File: src/rtl/video_timing_if.sv
// Raster coordinate and aligned video bundle between the timing
// generator and the downstream image/transmitter path.
interface video_timing_if #(
    parameter int BIT_WIDTH  = 12,
    parameter int BIT_HEIGHT = 11
);
    logic [BIT_WIDTH-1:0]  cx;
    logic [BIT_HEIGHT-1:0] cy;
    logic [23:0]           rgb_in;
    logic [23:0]           rgb_out;
    logic                  de;
    logic                  hsync;
    logic                  vsync;
    logic                  line_start;
    logic                  frame_start;
    logic [31:0]           frame_count;

    modport master (
        output cx, cy, rgb_out, de, hsync, vsync,
        output line_start, frame_start, frame_count,
        input  rgb_in
    );

    modport slave (
        input  cx, cy, rgb_out, de, hsync, vsync,
        input  line_start, frame_start, frame_count,
        output rgb_in
    );
endinterface

File: src/rtl/video_timing_generator.sv
// Pixel-clock raster timing source: scan coordinates out, returned rgb
// realigned with de/hsync/vsync and frame/line markers.
module video_timing_generator #(
    parameter int FRAME_WIDTH    = 2200,
    parameter int FRAME_HEIGHT   = 1125,
    parameter int SCREEN_WIDTH   = 1920,
    parameter int SCREEN_HEIGHT  = 1080,
    parameter int H_FRONT_PORCH  = 88,
    parameter int H_SYNC_WIDTH   = 44,
    parameter int V_FRONT_PORCH  = 4,
    parameter int V_SYNC_WIDTH   = 5,
    parameter bit HSYNC_POLARITY = 1'b1,
    parameter bit VSYNC_POLARITY = 1'b1,
    parameter int BIT_WIDTH      = 12,
    parameter int BIT_HEIGHT     = 11,
    parameter int PIXEL_LATENCY  = 2
) (
    input  logic           pixel_clk,
    input  logic           reset,
    input  logic           enable,
    video_timing_if.master vid
);
    localparam int XW = BIT_WIDTH + 1;
    localparam int YW = BIT_HEIGHT + 1;

    localparam logic [BIT_WIDTH-1:0]  CX_LAST = BIT_WIDTH'(FRAME_WIDTH - 1);
    localparam logic [BIT_HEIGHT-1:0] CY_LAST = BIT_HEIGHT'(FRAME_HEIGHT - 1);

    localparam logic [XW-1:0] H_ACT  = XW'(SCREEN_WIDTH);
    localparam logic [XW-1:0] HS_BEG = XW'(SCREEN_WIDTH + H_FRONT_PORCH);
    localparam logic [XW-1:0] HS_END =
        XW'(SCREEN_WIDTH + H_FRONT_PORCH + H_SYNC_WIDTH);
    localparam logic [YW-1:0] V_ACT  = YW'(SCREEN_HEIGHT);
    localparam logic [YW-1:0] VS_BEG = YW'(SCREEN_HEIGHT + V_FRONT_PORCH);
    localparam logic [YW-1:0] VS_END =
        YW'(SCREEN_HEIGHT + V_FRONT_PORCH + V_SYNC_WIDTH);

    if (SCREEN_WIDTH + H_FRONT_PORCH + H_SYNC_WIDTH > FRAME_WIDTH) begin : g_bad_h
        $error("horizontal timing does not fit in FRAME_WIDTH");
    end
    if (SCREEN_HEIGHT + V_FRONT_PORCH + V_SYNC_WIDTH > FRAME_HEIGHT) begin : g_bad_v
        $error("vertical timing does not fit in FRAME_HEIGHT");
    end
    if (FRAME_WIDTH > (1 << BIT_WIDTH)) begin : g_bad_bw
        $error("FRAME_WIDTH does not fit in BIT_WIDTH");
    end
    if (FRAME_HEIGHT > (1 << BIT_HEIGHT)) begin : g_bad_bh
        $error("FRAME_HEIGHT does not fit in BIT_HEIGHT");
    end
    if (PIXEL_LATENCY < 0) begin : g_bad_lat
        $error("PIXEL_LATENCY must be non-negative");
    end

    // Disable behaves like reset for everything except frame_count.
    logic clear;
    assign clear = reset | ~enable;

    logic [BIT_WIDTH-1:0]  cx_q;
    logic [BIT_HEIGHT-1:0] cy_q;

    // Raster scan counters; cy advances on the cx wrap.
    always_ff @(posedge pixel_clk) begin
        if (clear) begin
            cx_q <= '0;
            cy_q <= '0;
        end else if (cx_q == CX_LAST) begin
            cx_q <= '0;
            cy_q <= (cy_q == CY_LAST) ? '0 : cy_q + 1'b1;
        end else begin
            cx_q <= cx_q + 1'b1;
        end
    end

    logic [XW-1:0] cx_w;
    logic [YW-1:0] cy_w;
    assign cx_w = {1'b0, cx_q};
    assign cy_w = {1'b0, cy_q};

    logic de_raw, hs_raw, vs_raw, sol_raw, sof_raw;
    assign de_raw  = (cx_w < H_ACT) && (cy_w < V_ACT);
    assign hs_raw  = (cx_w >= HS_BEG) && (cx_w < HS_END);
    assign vs_raw  = (cy_w >= VS_BEG) && (cy_w < VS_END);
    assign sol_raw = de_raw && (cx_q == '0);
    assign sof_raw = sol_raw && (cy_q == '0);

    // Bundle order: {sof, sol, vs, hs, de}, all active-high internally.
    logic [4:0] raw;
    logic [4:0] dly;
    assign raw = {sof_raw, sol_raw, vs_raw, hs_raw, de_raw};

    if (PIXEL_LATENCY == 0) begin : g_nodly
        assign dly = raw;
    end else begin : g_dly
        logic [4:0] sr [PIXEL_LATENCY];

        // Delay the raw timing to match the image path latency.
        always_ff @(posedge pixel_clk) begin
            if (clear) begin
                for (int i = 0; i < PIXEL_LATENCY; i++) sr[i] <= '0;
            end else begin
                sr[0] <= raw;
                for (int i = 1; i < PIXEL_LATENCY; i++) sr[i] <= sr[i-1];
            end
        end

        assign dly = sr[PIXEL_LATENCY-1];
    end

    logic [23:0] rgb_q;
    logic        de_q, hs_q, vs_q, ls_q, fs_q;
    logic [31:0] fc_q;

    // Output register: capture pixel with its timing, apply sync polarity.
    always_ff @(posedge pixel_clk) begin
        if (clear) begin
            rgb_q <= '0;
            de_q  <= 1'b0;
            hs_q  <= ~HSYNC_POLARITY;
            vs_q  <= ~VSYNC_POLARITY;
            ls_q  <= 1'b0;
            fs_q  <= 1'b0;
        end else begin
            rgb_q <= dly[0] ? vid.rgb_in : '0;
            de_q  <= dly[0];
            hs_q  <= dly[1] ? HSYNC_POLARITY : ~HSYNC_POLARITY;
            vs_q  <= dly[2] ? VSYNC_POLARITY : ~VSYNC_POLARITY;
            ls_q  <= dly[3];
            fs_q  <= dly[4];
        end
    end

    // Count frame_start pulses once each has been presented; survives disable.
    always_ff @(posedge pixel_clk) begin
        if (reset) begin
            fc_q <= '0;
        end else if (fs_q) begin
            fc_q <= fc_q + 32'd1;
        end
    end

    assign vid.cx          = cx_q;
    assign vid.cy          = cy_q;
    assign vid.rgb_out     = rgb_q;
    assign vid.de          = de_q;
    assign vid.hsync       = hs_q;
    assign vid.vsync       = vs_q;
    assign vid.line_start  = ls_q;
    assign vid.frame_start = fs_q;
    assign vid.frame_count = fc_q;
endmodule

File: src/flat_wrapper.sv
// flat-port wrapper written by rule: the top's interface ports become plain ports
module video_timing_generator_flat 
#(
    parameter int FRAME_WIDTH    = 2200,
    parameter int FRAME_HEIGHT   = 1125,
    parameter int SCREEN_WIDTH   = 1920,
    parameter int SCREEN_HEIGHT  = 1080,
    parameter int H_FRONT_PORCH  = 88,
    parameter int H_SYNC_WIDTH   = 44,
    parameter int V_FRONT_PORCH  = 4,
    parameter int V_SYNC_WIDTH   = 5,
    parameter bit HSYNC_POLARITY = 1'b1,
    parameter bit VSYNC_POLARITY = 1'b1,
    parameter int BIT_WIDTH      = 12,
    parameter int BIT_HEIGHT     = 11,
    parameter int PIXEL_LATENCY  = 2
)
  (pixel_clk, reset, enable, vid_cx, vid_cy, vid_rgb_out, vid_de, vid_hsync, vid_vsync, vid_line_start, vid_frame_start, vid_frame_count, vid_rgb_in);
  video_timing_if #(.BIT_WIDTH(BIT_WIDTH), .BIT_HEIGHT(BIT_HEIGHT)) vid_i ();
  input  logic pixel_clk;
  input  logic reset;
  input  logic enable;
  output wire logic [$bits(vid_i.cx)-1:0] vid_cx;
  output wire logic [$bits(vid_i.cy)-1:0] vid_cy;
  output wire logic [$bits(vid_i.rgb_out)-1:0] vid_rgb_out;
  output wire logic [$bits(vid_i.de)-1:0] vid_de;
  output wire logic [$bits(vid_i.hsync)-1:0] vid_hsync;
  output wire logic [$bits(vid_i.vsync)-1:0] vid_vsync;
  output wire logic [$bits(vid_i.line_start)-1:0] vid_line_start;
  output wire logic [$bits(vid_i.frame_start)-1:0] vid_frame_start;
  output wire logic [$bits(vid_i.frame_count)-1:0] vid_frame_count;
  input wire logic [$bits(vid_i.rgb_in)-1:0] vid_rgb_in;
  assign vid_cx = vid_i.cx;
  assign vid_cy = vid_i.cy;
  assign vid_rgb_out = vid_i.rgb_out;
  assign vid_de = vid_i.de;
  assign vid_hsync = vid_i.hsync;
  assign vid_vsync = vid_i.vsync;
  assign vid_line_start = vid_i.line_start;
  assign vid_frame_start = vid_i.frame_start;
  assign vid_frame_count = vid_i.frame_count;
  assign vid_i.rgb_in = vid_rgb_in;
  video_timing_generator #(.FRAME_WIDTH(FRAME_WIDTH), .FRAME_HEIGHT(FRAME_HEIGHT), .SCREEN_WIDTH(SCREEN_WIDTH), .SCREEN_HEIGHT(SCREEN_HEIGHT), .H_FRONT_PORCH(H_FRONT_PORCH), .H_SYNC_WIDTH(H_SYNC_WIDTH), .V_FRONT_PORCH(V_FRONT_PORCH), .V_SYNC_WIDTH(V_SYNC_WIDTH), .HSYNC_POLARITY(HSYNC_POLARITY), .VSYNC_POLARITY(VSYNC_POLARITY), .BIT_WIDTH(BIT_WIDTH), .BIT_HEIGHT(BIT_HEIGHT), .PIXEL_LATENCY(PIXEL_LATENCY)) u_core (.pixel_clk(pixel_clk), .reset(reset), .enable(enable), .vid(vid_i));
endmodule
File: config.mk
export PLATFORM = sky130hd
export DESIGN_NAME = video_timing_generator_flat
export DESIGN_NICKNAME = d
export VERILOG_FILES = /design/src/rtl/video_timing_if.sv /design/src/rtl/video_timing_generator.sv /design/src/flat_wrapper.sv
export SDC_FILE = /design/constraint.sdc
export NUM_CORES = 1
export LEC_CHECK = 0
export ABC_CLOCK_PERIOD_IN_PS = 1800
export CAP_MARGIN = 20
export CORE_MARGIN = 2
export CORE_UTILIZATION = 42
export DETAILED_ROUTE_END_ITERATION = 8
export MAX_ROUTING_LAYER = met4
export PLACE_DENSITY = 0.75
export SLEW_MARGIN = 20
export SYNTH_ARGS = -nofsm -noshare
export SYNTH_HDL_FRONTEND = slang
export SYNTH_SLANG_ARGS = --single-unit
File: constraint.sdc
create_clock -name pixel_clk -period 1.8 [get_ports pixel_clk]
set_input_delay 0.36 -clock pixel_clk [delete_from_list [all_inputs] [get_ports pixel_clk]]
set_output_delay 0.36 -clock pixel_clk [all_outputs]
set_load 0.03 [all_outputs]
**Run 1: routed clock nets over the placement**

Scale bar: 20 um.
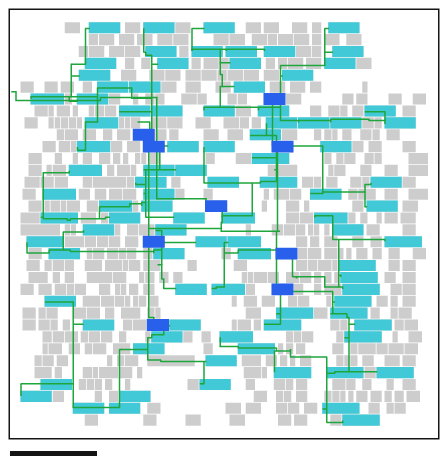
Green shows clock wires, length 1,030 um. Blue shows clock drivers, count 9. Cyan shows flip-flops, count 94.
Position of the flops: spread over the die. There are 10 routed clock nets.

**Run 1: wiring by layer**

Scale bar: 20 um.
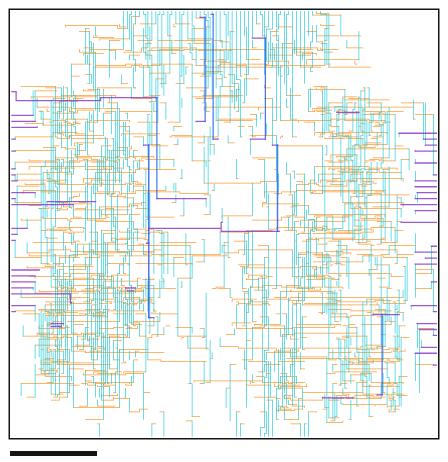
Orange shows metal 1, wire length 4,080 um. Purple shows metal 3, wire length 323 um. Blue shows metal 4, wire length 176 um. Cyan shows metal 2, wire length 4,890 um.

**Run 1: clock nets**

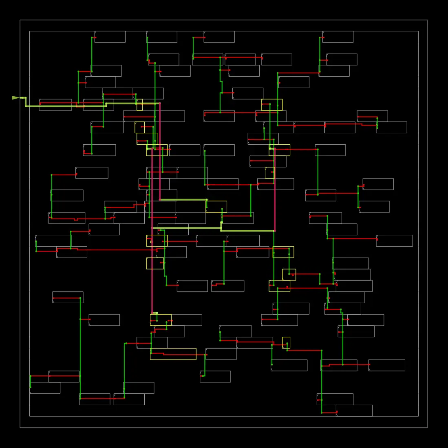
Worst Skew: 0.009750 ns
Flops: 94
Late-Pin Clk Latency: 0.35 ns
Sink Count: 94
Clock net power: 1400 uW

==> flow_summary.ini, run 1 <==
; yosys + openroad results
[outcome]
outcome = complete, but fails checks
violations = negative setup slack

[worst_hold_path]
holdPathEnd = u_core.g_dly.sr[0][5]
hold_path.class = reg2reg
hold_path.startpoint = u_core.g_dly.sr[0][0]

[placed_design]
dp_cells = 646
io_buffer_count = 110
dp_hpwl_mm = 6.937
place_ws_ns = -0.07586

[finish]
n_fill_cell = 756
lay_top_cells = dfxtp_1, clkdlybuf4s50_1, buf_4
antenna_cells = 0
drive_gt1_frac = 0.2118
stdcell_count = 665
layout_top_cell = dfxtp_1

[route]
vias_per_cell = 5.307
wl_per_cell_um = 14.24
postRouteAntennaNets = 0
drt_wl_total_mm = 9.468
vias = 3529
drc_errors = 0
first_pass_iters = 4
drt_iter0_markers = 67

[clocking]
postCtsHoldBufs = 0
cts.clk_slew.worst_paths_ns = 0.09
cts_tree = built
cts_root_buffer = clkbuf_8
numCtsBuffers = 9
cts.htree.levels = 3
clockBufferDepth = 2

[grt]
antenna_found_initial = 0
first_global_vias = 3372
grt_first_pass_wirelength_mm = 15.71
grt_max_degree = 29
globalRouteOverflowTotal = 0
grt_use_total = 0.2016

[sta]
setup_viol_count_final = 3
hold_slack_ns = 0.4326
relSlewSlack = 0.6040
grt_setup_unrepaired = true
setup_ws_ns = -0.02226
tightest_slew_ns = 0.5931
slew_viol_final = 0
final-hold-violation-count = 0
finalCritPeriodShare = 1.012

[die]
dieArea_sq_um = 9582
coreArea_sq_um = 8636
rows = 34
die_h_um = 97.89
ioPinCount = 111
fp_util = 0.4287

[logic_synthesis]
ys_cells = 401
ys_chip_area_sq_um = 3702
avgSynthCellArea_sq_um = 9.233
synth_cells = 401
async_reset_ff_frac = 0
netlist.area_leader.share = 0.5083
edf_count = 0
synth_nets = 433
synthFlopType = dfxtp_1
top_area_cell = dfxtp_1
syn_area_sq_um = 3702
ys_ff = 94
yosys_warnings = 0
ys_seq_frac = 0.5083

[critical_path]
reg2reg_slack_ns = -0.02
crit_end = u_core.vid.frame_count[31]
required_ns = 2.08
startpoint_type = register
worst_ep_arrival_time_ns = 2.10
cp-end-kind = register
r2r-start = u_core.vid.frame_count[22]
worstRegToRegCells = 4
crit_start = u_core.vid.frame_count[22]

[job]
warnings = 31

[pwr]
ir_drop_mv = 0.3535
power_density_nw_per_um2 = 650.4
run 1: repair_timing:
| action | 4_1_cts | 5_1_grt |
|---|---|---|
| gates resized | 48 | 19 |
| endpoints found under the setup margin | 63 | 23 |
| endpoints found under the hold margin | 0 | 0 |
| pin swaps | 0 | 7 |
| gates cloned | 0 | 1 |
| setup buffers | 0 | 3 |
run 1: area by class of cell:
| cell class | instances | area, sq um | area share |
|---|---|---|---|
| well taps | 108 | 135.1 | 0.02431 |
| multi-input cells | 273 | 1755 | 0.3158 |
| clock buffers | 10 | 127.6 | 0.02296 |
| repair buffers | 162 | 1455 | 0.2618 |
| inverters | 12 | 45.04 | 0.008104 |
| flip-flops and latches | 94 | 1972 | 0.3548 |
| clock inverters | 6 | 67.56 | 0.01216 |
run 1: per-layer routing:
metal  GRT usage  vias to the layer above  wire [um]
li1            -                     1740          -
met1      0.2479                     1695       4084
met2      0.3377                       78       4885
met3     0.02863                       16        322
met4     0.07372                        0        176
met5           -                        -          0
run 1: cell usage after synthesis, types with 2 or more instances:
master	count
dfxtp_1	94
nor2_1	35
and3_1	30
a21oi_1	28
nand3_1	21
clkbuf_1	17
or4_1	17
nand2_1	16
nand4_1	16
o31ai_1	16
inv_1	12
xnor2_1	12
and2_1	11
xor2_1	11
o21ai_0	10
nor3_1	8
or3_1	8
and4_1	7
ha_1	5
buf_2	4
nor2b_1	3
nor4_1	3
a41oi_1	2
mux2_2	2
nand2b_1	2
or3_2	2
run 1: flip-flops by register name, summed over array words and instances, names as in the netlist:
name	count
u_core.vid.rgb_out	24
u_core.vid.cx	12
u_core.g_dly.sr	10
u_core.vid.hsync	1
u_core.vid.line_start	1
u_core.vid.vsync	1
u_core.vid.frame_start	1
u_core.vid.de	1
u_core.vid.cy	11
u_core.vid.frame_count	32
run 1: metrics by stage:
stage                     power (uW)  cell area, sq um  utilization    TNS, ns
after floorplan                 2168              3817            -  -0.004769
after global placement          2255              5316       0.6156   -0.03028
after detailed placement        2258              5316       0.6156    -0.4985
after CTS                       3651              5466       0.6330    -0.1407
after global routing            3748              5558       0.6436    -0.8357
final                           3615              5558       0.6436   -0.04504
run 1: worst max-delay path: stages, from the launching register on:
cell,delay (ns)
dfxtp_4,0.36
nand4_1,0.10
or4_4,0.65
or4_4,0.52
a21oi_2,0.13
run 1: cell families (layout without fill, tap and decap cells):
| group | after synthesis | in the layout | synth area share |
|---|---|---|---|
| muxes | 3 | 3 | 0.008786 |
| and+or+nand+nor | 184 | 184 | 0.2822 |
| adders and majority gates | 5 | 5 | 0.01690 |
| DFF | 94 | 94 | 0.5083 |
| AOI/OAI and AO/OA | 58 | 58 | 0.09159 |
| buffers and inverters | 34 | 190 | 0.03785 |
| xor gates and xnor gates | 23 | 23 | 0.05441 |
run 1: report_power, final:
part	internal (uW)	switching (uW)	leakage [uW]	total [uW]
Combinational	78.3	62.5	0.00150	141
Sequential	2060	8.41	0.000781	2070
Clock	658	747	0.000103	1400
Total	2800	818	0.00239	3610
**Run 1: pin map**

Pins as bars across the die edge, other pins in gray.
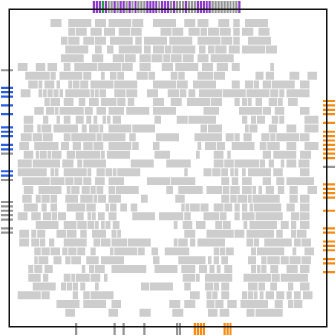

--- run 2 (diff from run 1) ---
ABC_CLOCK_PERIOD_IN_PS = 1500   (was 1800)
CTS_CLUSTER_SIZE = 20   (was default)
clock period = 1.5 ns   (was 1.8 ns; I/O delays follow)
**Run 2: pin map**

Pins as bars across the die edge, other pins in gray.
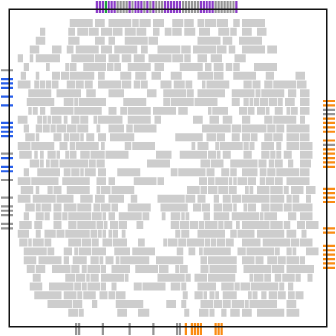
Purple shows `vid_rgb_in`, pins 24, direction input, edge north. Orange shows `vid_frame_count`, pins 32, direction output, edge 24 east, 8 south. Green shows `vid_de`, pins 1, direction output, edge north. Blue shows `vid_cx`, pins 12, direction output, edge west.
All pins by edge: 48 north, 27 east, 21 west, 15 south.

**Run 2: routed clock nets over the placement**

Scale bar: 20 um.
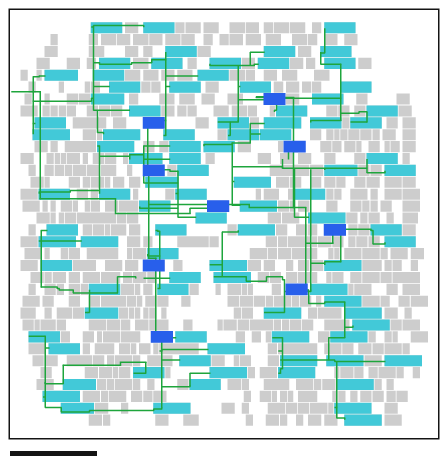
Blue shows clock drivers, count 9. Cyan shows flip-flops, count 94. Green shows clock wires, length 1,080 um.
Position of the flops: spread over the die.

==> run 2 against run 1 <==
Effect of this change: the flow still finishes with violations (negative setup slack); sequential share of layout area down 2.3 points; flip-flop count is the same; via count is 7.0% higher; design area grew 8.9%; final cell count rose by 5.7%; core utilization grew 5.7 points; global-route usage grew 1.9 points; critical path depth unchanged; register-to-register slack got worse by 0.27 ns; synthesized area stayed put; hold slack worse by 0.0076 ns; power grew 21%; critical path type unchanged; largest cell class unchanged; highest routed layer unchanged.
==> flow_summary.ini, run 2 <==
; yosys + openroad results
[route]
wl_per_cell_um = 15.34
vias = 3776
highest_layer = met4
wl_met3_um = 503
wl_met2_mm = 5.764
drt_wl_total_mm = 10.78
drt_iter0_markers = 127
postRouteAntennaNets = 0
vias_per_cell = 5.371
met1_length_mm = 4.384
first_pass_iters = 5
drc_errors = 0

[grt]
antenna_found_initial = 0
grt_use_total = 0.2207
grt_max_degree = 31
grt_first_pass_wirelength_mm = 17.10
first_global_vias = 3689
globalRouteOverflowTotal = 0

[critical_path]
worst_ep_arrival_time_ns = 2.08
startpoint_type = register
r2r-end = u_core.vid.frame_count[29]
cp_max_fo = 14
required_ns = 1.79
crit_type = reg2reg
worstRegToRegCells = 4
reg2reg_slack_ns = -0.29
crit_slowest_cell = or4_4
crit_path_cell_trace = nand4_1, or4_4, or4_4, a21oi_2
cp-end-kind = register
crit_start = u_core.vid.frame_count[10]
critPathMaxStageDelay_ns = 0.61
crit_end = u_core.vid.frame_count[29]
r2r-start = u_core.vid.frame_count[10]
cp_common_cell = or4_4

[clocking]
clockBufferDepth = 2
cts.clk_slew.worst_paths_ns = 0.09
cts_tree = built
clkLatencyLatePin_ns = 0.36
numClockSinks = 94
cts_root_buffer = clkbuf_8
postCtsHoldBufs = 0
cts.htree.levels = 3
numCtsBuffers = 9

[finish]
lay_top_cells = buf_4, dfxtp_1, dlygate4sd2_1
antenna_cells = 0
drive_gt1_frac = 0.4000
area_growth_pct = 63.43
largest_reg_flops = 32
layout_top_cell = buf_4
finalInstanceArea_sq_um = 6051
nets = 622
stdcell_count = 703
finalCoreUtilization = 0.7007

[sta]
relSlewSlack = 0.5867
setup_ws_ns = -0.2893
max_freq_mhz = 558.9
final-hold-violation-count = 0
finalCritPeriodShare = 1.193
period_needed_ns = 1.789
slew_viol_final = 0
setup_viol_count_final = 28
fin_skew_ns = 0.01128
tightest_slew_ns = 0.6191
grt_setup_unrepaired = true
fin_tns_setup_ns = -4.498

[logic_synthesis]
yosys.cell_count.top_type = dfxtp_1
synth_nets = 433
ys_ff = 94
syn_area_sq_um = 3702
ys_chip_area_sq_um = 3702
compound_area_frac = 0.09158
ys_seq_frac = 0.5083
area_leaders = dfxtp_1, and3_1, a21oi_1
ys_cells = 401
synthFlopType = dfxtp_1
logic_family = simple AND/OR/NAND/NOR gates
synth_cell_types = 35
yosys_warnings = 0
synth-adder-area-share = 0.01690
avgSynthCellArea_sq_um = 9.233
mux_share = 0.008787
top_cells_by_count = dfxtp_1, nor2_1, and3_1, a21oi_1, nand3_1
netlist.area_leader.share = 0.5083
ys_sh_xor = 0.05441
top_area_cell = dfxtp_1
simple_gate_share = 0.2822
synth_cells = 401
async_reset_ff_frac = 0
edf_count = 0

[placed_design]
routabilityCongestion = 0.8417
dp_cells = 669
dp_hpwl_mm = 7.213
io_buffer_count = 110
place_area_sq_um = 5587

[pwr]
power_density_nw_per_um2 = 723.1
ir_drop_mv = 0.5087
p_leak_uw = 0.002554

[die]
ioPinCount = 111
fp_util = 0.4287
dieArea_sq_um = 9582
rows = 34
coreArea_sq_um = 8636
die_width_um = 97.89
die_h_um = 97.89

[job]
drv_cap = 0
warnings = 31

[worst_hold_path]
hold_path.class = reg2reg

[outcome]
outcome = complete, but fails checks
violations = negative setup slack
## run 2: logic make-up after synthesis
logic type	after synthesis
adders and majority gates	5
and+or+nand+nor	184
xor gates and xnor gates	23
DFF	94
buffers and inverters	34
AOI/OAI and AO/OA	58
muxes	3
## run 2: per-stage QoR
stage / setup slack (ns) / hold WS (ns) / power [uW]
2_1_floorplan: -0.2878 / 0.4049 / 2585
3_3_place_gp: -0.2745 / 0.4098 / 2694
3_5_place_dp: -0.3001 / 0.4137 / 2699
4_1_cts: -0.2947 / 0.4346 / 4386
5_1_grt: -0.3719 / 0.4455 / 4532
6_report: -0.2893 / 0.4250 / 4376
## run 2: worst min-delay path by stage
| stage | start | endpoint | slack [ns] | cells after the start |
|---|---|---|---|---|
| floorplan | u_core.g_dly.sr[0][9] | u_core.vid.frame_start | 0.40 | 1 |
| global placement | u_core.g_dly.sr[0][6] | u_core.vid.hsync | 0.41 | 1 |
| detailed placement | u_core.g_dly.sr[0][9] | u_core.vid.frame_start | 0.41 | 1 |
| CTS | u_core.g_dly.sr[0][9] | u_core.vid.frame_start | 0.43 | 1 |
| global route | u_core.g_dly.sr[0][3] | u_core.g_dly.sr[0][8] | 0.45 | 1 |
| finish | u_core.g_dly.sr[0][9] | u_core.vid.frame_start | 0.43 | 1 |
## run 2: layout make-up
| type | count | area, sq um |
|---|---|---|
| fillers | 657 | 2585 |
| flip-flops and latches | 94 | 2008 |
| multi-input cells | 275 | 1983 |
| repair buffers | 198 | 1668 |
| clock buffers | 12 | 177.7 |
| well taps | 108 | 135.1 |
| inverters | 12 | 45.04 |
| clock inverters | 4 | 33.78 |
## run 2: timing repair
| item | CTS | global route |
|---|---|---|
| cloned | 2 | 2 |
| setup endpoints to repair | 115 | 71 |
| resized | 182 | 65 |
| setup buffers | 9 | 8 |
| pin swaps | 17 | 14 |
## run 2: worst max-delay path: cells and delay by family (launching register included)
kind,cells,cell delay (ns)
simple gates,3,1.23
compound gates,1,0.14
flops,1,0.36
## run 2: report_power, final
part,internal (uW),leakage [uW],switching (uW)
clock network,818,0.000103,908
registers,2450,0.000787,8.68
logic,98.1,0.00166,89.5
## run 2: routing by layer
metal / global-route usage / vias to the layer above
met4: 0.07906 / 0
li1: - / 1827
met2: 0.3751 / 111
met1: 0.2624 / 1821
met5: - / -
met3: 0.03937 / 17
--- run 3 (diff from run 2) ---
CTS_CLUSTER_DIAMETER = 120   (was default)
**Run 3: sequential cells grouped by signal name**

Other sequential cells in the stronger gray, the rest of the logic in the fainter gray.
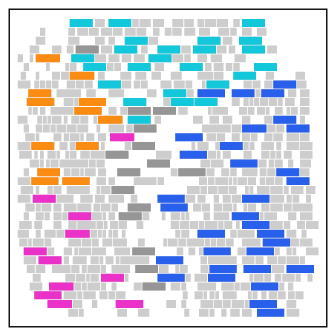
Magenta shows `u_core.vid.cy`, placed flops 11, where south-west. Blue shows `u_core.vid.frame_count`, placed flops 32. Orange shows `u_core.vid.cx`, placed flops 12. Cyan shows `u_core.vid.rgb_out`, placed flops 24.

**Run 3: pin map**

Pins as bars across the die edge, other pins in gray.
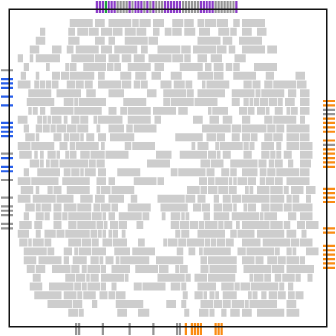
Blue shows `vid_cx`, pins 12, direction output, edge west. Purple shows `vid_rgb_in`, pins 24, direction input, edge north. Green shows `vid_de`, pins 1, direction output, edge north. Orange shows `vid_frame_count`, pins 32, direction output, edge 24 east, 8 south.

==> run 3 against run 2 <==
Effect of this change: the run still ends with negative setup slack left; core utilization unchanged; routed wire length stayed put; power did not move; flip-flop count unchanged; highest routed layer unchanged.
==> flow_summary.ini, run 3 <==
; yosys + openroad results
[outcome]
outcome = complete, but fails checks
violations = negative setup slack

[sta]
setup_ws_ns = -0.2893
period_needed_ns = 1.789
grt_setup_unrepaired = true
max_freq_mhz = 558.9
relSlewSlack = 0.5867
setup_viol_count_final = 28
finalCritPeriodShare = 1.193
fin_skew_ns = 0.01128
hold_slack_ns = 0.4250
tightest_slew_ns = 0.6191
slew_viol_final = 0
final-hold-violation-count = 0

[finish]
lay_top_cells = buf_4, dfxtp_1, dlygate4sd2_1
area_growth_pct = 63.43
finalCoreUtilization = 0.7007
largest_reg_flops = 32
n_fill_cell = 657
layout_top_cell = buf_4
drive_gt1_frac = 0.4000
seq_area_sq_um = 2008
comb_area_sq_um = 1983
finalInstanceArea_sq_um = 6051
stdcell_count = 703
nets = 622
antenna_cells = 0

[pwr]
ir_drop_mv = 0.5087
power_density_nw_per_um2 = 723.1
power_uw = 4376
p_leak_uw = 0.002554

[logic_synthesis]
synth_cells = 401
synth_cell_types = 35
yosys_warnings = 0
yosys.cell_count.top_type = dfxtp_1
top_cells_by_count = dfxtp_1, nor2_1, and3_1, a21oi_1, nand3_1
syn_area_sq_um = 3702
ys_seq_frac = 0.5083
synth_nets = 433
top_area_cell = dfxtp_1
synthFlopType = dfxtp_1
ys_ff = 94
netlist.area_leader.share = 0.5083
avgSynthCellArea_sq_um = 9.233
ys_chip_area_sq_um = 3702
area_leaders = dfxtp_1, and3_1, a21oi_1
async_reset_ff_frac = 0
edf_count = 0
ys_cells = 401

[clocking]
postCtsHoldBufs = 0
clkLatencyLatePin_ns = 0.36
cts.htree.levels = 3
numCtsBuffers = 9
clockBufferDepth = 2
cts_tree = built
cts.clk_slew.worst_paths_ns = 0.09
cts_root_buffer = clkbuf_8
numClockSinks = 94

[route]
wl_per_cell_um = 15.34
drt_wl_total_mm = 10.78
first_pass_iters = 5
vias_per_cell = 5.371
drc_errors = 0
vias = 3776
drt_iter0_markers = 127
postRouteAntennaNets = 0

[critical_path]
cp_max_fo = 14
startpoint_type = register
worst_ep_arrival_time_ns = 2.08
crit_type = reg2reg
cp-end-kind = register
required_ns = 1.79

[die]
fp_util = 0.4287
dieArea_sq_um = 9582
die_width_um = 97.89
coreArea_sq_um = 8636
ioPinCount = 111
rows = 34
die_h_um = 97.89

[placed_design]
io_buffer_count = 110
routabilityCongestion = 0.8417
dp_hpwl_mm = 7.213
dp_cells = 669
place_area_sq_um = 5587

[grt]
first_global_vias = 3689
globalRouteOverflowTotal = 0
antenna_found_initial = 0
grt_max_degree = 31
grt_use_total = 0.2207
grt_first_pass_wirelength_mm = 17.10

[job]
warnings = 31
drv_cap = 0

[worst_hold_path]
hold_path.class = reg2reg
run 3: cell counts after synthesis:
Identical to the previous run, type by type.
run 3: what timing repair did:
action | in CTS | in global routing
pin swaps | 17 | 14
cloned | 2 | 2
setup endpoints to repair | 115 | 71
buffers inserted | 9 | 8
endpoints found under the hold margin | 0 | 0
resized | 182 | 65
run 3: layout make-up:
type / instances / share of cell area
repair buffers: 198 / 0.2756
multi-input cells: 275 / 0.3278
flip-flops and latches: 94 / 0.3319
well taps: 108 / 0.02233
clock buffers: 12 / 0.02936
clock inverters: 4 / 0.005583
inverters: 12 / 0.007444
run 3: worst paths after layout:
| check | startpoint | end | slack (ns) | cells past startpoint |
|---|---|---|---|---|
| setup / recovery | u_core.vid.frame_count[10] | u_core.vid.frame_count[29] | -0.29 | 4 |
| hold / removal | u_core.g_dly.sr[0][9] | u_core.vid.frame_start | 0.43 | 1 |
| setup reg to reg | u_core.vid.frame_count[10] | u_core.vid.frame_count[29] | -0.29 | 4 |
| hold reg to reg | u_core.g_dly.sr[0][9] | u_core.vid.frame_start | 0.43 | 1 |
run 3: critical path, stage by stage, from the launching register on:
cell and delay, ns:
dfxtp_4 0.36, nand4_1 0.11, or4_4 0.61, or4_4 0.51, a21oi_2 0.14
run 3: logic make-up after synthesis:
kind of cell | share of synthesized area
simple gates | 0.2822
flops | 0.5083
compound gates | 0.09159
buf+inv | 0.03785
xor+xnor | 0.05441
fa+ha+maj | 0.01690
mux | 0.008786
run 3: power breakdown:
part           leakage [uW]  switching, uW  internal (uW)
combinational       0.00166           89.5           98.1
sequential         0.000787           8.68           2450
clock              0.000103            908            818
total               0.00255           1010           3370
run 3: metal layers:
metal,part of all wire,vias to the layer above,track usage
li1,-,1827,-
met1,0.41,1821,0.2624
met2,0.53,111,0.3751
met3,0.047,17,0.03937
met4,0.012,0,0.07906
met5,0,-,-
run 3: metrics by stage:
step / setup TNS (ns) / setup slack, ns
after detailed placement: -7.297 / -0.3001
final: -4.498 / -0.2893
after floorplan: -3.986 / -0.2878
after global routing: -7.224 / -0.3719
after CTS: -4.189 / -0.2947
after global placement: -5.795 / -0.2745
Power figures rest on the tool's default switching activity, not on a simulated workload.
